==> config.mk <==
export PLATFORM = sky130hd
export DESIGN_NAME = gem_tx_link_seq
export DESIGN_NICKNAME = d
export VERILOG_FILES = /design/src/rtl/gem_tx_link_seq.sv
export SDC_FILE = /design/constraint.sdc
export NUM_CORES = 1
export LEC_CHECK = 0
export ABC_AREA = 1
export CAP_MARGIN = 20
export CORE_MARGIN = 5
export CORE_UTILIZATION = 50
export DETAILED_ROUTE_END_ITERATION = 12
export PLACE_DENSITY = 0.7
export SYNTH_ARGS = -nofsm -noshare
export SYNTH_HDL_FRONTEND = slang
export SYNTH_SLANG_ARGS = --single-unit
==> constraint.sdc <==
create_clock -name TRG_CLK80 -period 1.9 [get_ports TRG_CLK80]
set_input_delay 0.285 -clock TRG_CLK80 [delete_from_list [all_inputs] [get_ports TRG_CLK80]]
set_output_delay 0.285 -clock TRG_CLK80 [all_outputs]
set_load 0.005 [all_outputs]
Fig. 1: cell outlines without signal wires
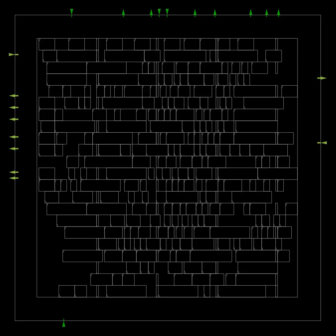
Post-Layout Cell Count: 324
fillers: 292
Flop Count: 33

Fig. 2: pin map
Drawn at 6 px/um. Pins as bars across the die edge, other pins in gray.
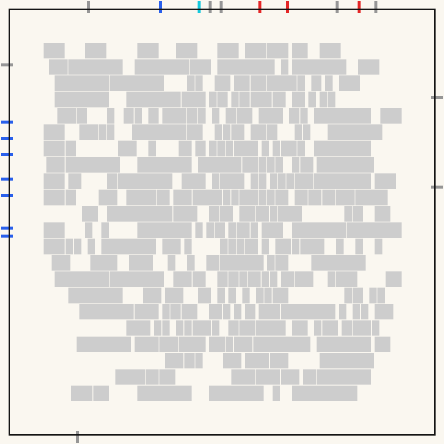
Blue is RESYNC_CNT, pins 8, direction output, edge 7 left, 1 top. Cyan is SYNC_TIMEOUT_ERR, pins 1, direction output, edge top. Red is STATE, pins 3, direction output, edge top.
height of the chip: 70.69 um
Die Wd: 70.69 um
Buffers on Ports: 20

==> reports/qor.yml <==
status:
  status: "finished with violations"
  violations: "negative setup slack"
worst_setup_path:
  slowest_stage: "dfrtp_2"
  reg2regPathDepth: 13
  max_stage_delay_ns: 0.47
  crit_cells: 13
  cp.buffers_inverters: 1
  required_ns: 2.13
  r2r_setup_slack_ns: -0.04
  timing.critical_path.max_delay_family: "simple AND/OR/NAND/NOR gates"
  criticalPathCategory: "reg2reg"
  critPathLaunchType: "flop"
  critPathMostFrequentCell: "nand2_2"
  endpoint_kind: "flop"
  crit_chain: "inv_2 > nand2_2 > nor2_2 > nand2_1 > nor2_2 > a21oi_2 > nand2_2 > nand2_4 > nand2_2 > nand2_2 > nor2_4 > nand2_8 > nor2_4"
  critPathArrivalTime_ns: 2.16
cells_and_area:
  final_area_mm2: 0.002564
  largest_reg_flops: 16
  logic_gate_count: 168
  clock_buffer_count: 5
  finalNetCount: 284
  largest_cell_class: "combinational gates"
  buffers_excl_clock: 42
  comb_area_share_pct: 42.02
  buf_share_pct: 14.25
  layout_top_cell: "nand2_1"
  drive_gt1_share_pct: 32.97
  seqCellArea_um2: 833.3
  area_growth_pct: 39.20
  mi_logic_area_mm2: 0.001077
  seq-cell-share_pct: 32.50
  inverters: 25
  lay_top_cells: "nand2_1, dfrtp_1, nor2_1, buf_4, clkdlybuf4s50_1"
placement:
  dpl_cell_area_mm2: 0.002157
  gp_congestion: 0.8801
  hpwl_mm: 2.718
  place_ws_ns: -0.003793
grt:
  grt_max_degree: 34
  antenna_found_initial: 0
  grt.overflow.total: 0
  grtUsageTotal_pct: 15.88
  grt_pass1_wl_mm: 6.244
power:
  ir_worst_vdd_uv: 747.6
  powerComb_mw: 0.550
  switchingPower_mw: 0.6324
  power_density_mw_per_mm2: 866.2
  p_seq_mw: 0.888
  power.group.top: "registers"
  pg_clk_mw: 0.782
  switching_share_pct: 28.48
  combPwrFrac_pct: 24.8
  internal_power_mw: 1.588
  leakage_nw: 1.149
clock_tree:
  clock-root-buffer: "clkbuf_8"
  cts_buffer_depth: 2
  numCtsBuffers: 5
  clk_pin_slew_ns: 0.07
  clock_insertion_delay_worst_skew_ns: 0.29
  cts_tree: "done"
yosys:
  ys_area_mm2: 0.001842
  edf_count: 0
  ys_ff: 33
  ys_cells: 226
  synth_area_mm2: 0.001842
  synth.most_common_cell: "nand2_1"
  simple_gate_area_share_pct: 33.56
  flop_cell: "dfrtp_1"
  synth-async-reset-ratio_pct: 100.0
  yosys_warnings: 0
  ys_sh_aoi_pct: 2.853
  yosysUniqueCellTypes: 24
  ys_top_cells_by_area: "dfrtp_1, nand2_1, xor2_1, nor2_1, inv_1"
  ys_sh_adder_pct: 2.038
  ys_seq_share_pct: 44.90
  yosysTopAreaCellShare_pct: 43.48
  top_area_cell: "dfrtp_1"
sta:
  finalClockSkew_ns: 0.004495
  hold_viol: 0
  fin_crit_sh_pct: 101.9
  slew_headroom_pct: 73.90
  period_minus_slack_ns: 1.935
  setup_viol: 13
  setup_ws_ns: -0.03542
route:
  vias: 1570
  firstDrtPassIters: 4
  drc: 0
  wl_per_cell_um: 12.46
die:
  chipArea_mm2: 0.004997
  boundaryPins: 21
  tap_cells: 48
  core-area_mm2: 0.003606
  initial_core_util_pct: 51.08
worst_hold_path:
  hold_class: "reg2reg"
  holdPathStages: 0
repair_timing:
item                                    4_1_cts  5_1_grt
buffers inserted                              0       12
endpoints found under the setup margin        0       18
hold buffers                                  0        0
resized                                       0       50
metal layers:
layer | vias to the layer above | share of wire, % | track usage, %
met2 | 25 | 49 | 24.82
li1 | 797 | - | -
met5 | - | 0 | 0
met1 | 741 | 46 | 20.31
met4 | 0 | 1.6 | 7.098
met3 | 7 | 3.5 | 4.830
through the flow:
stage	hold WS (ns)	setup TNS (ns)	power, mW	std cells
2_1_floorplan	-0.01059	0	1.127	226
3_3_place_gp	0.3326	0	1.348	303
3_5_place_dp	0.3379	-0.003793	1.353	303
4_1_cts	0.3535	0	2.138	311
5_1_grt	0.3711	-1.449	2.332	324
6_report	0.3511	-0.1327	2.221	324
Power figures rest on the tool's default switching activity, not on a simulated workload.
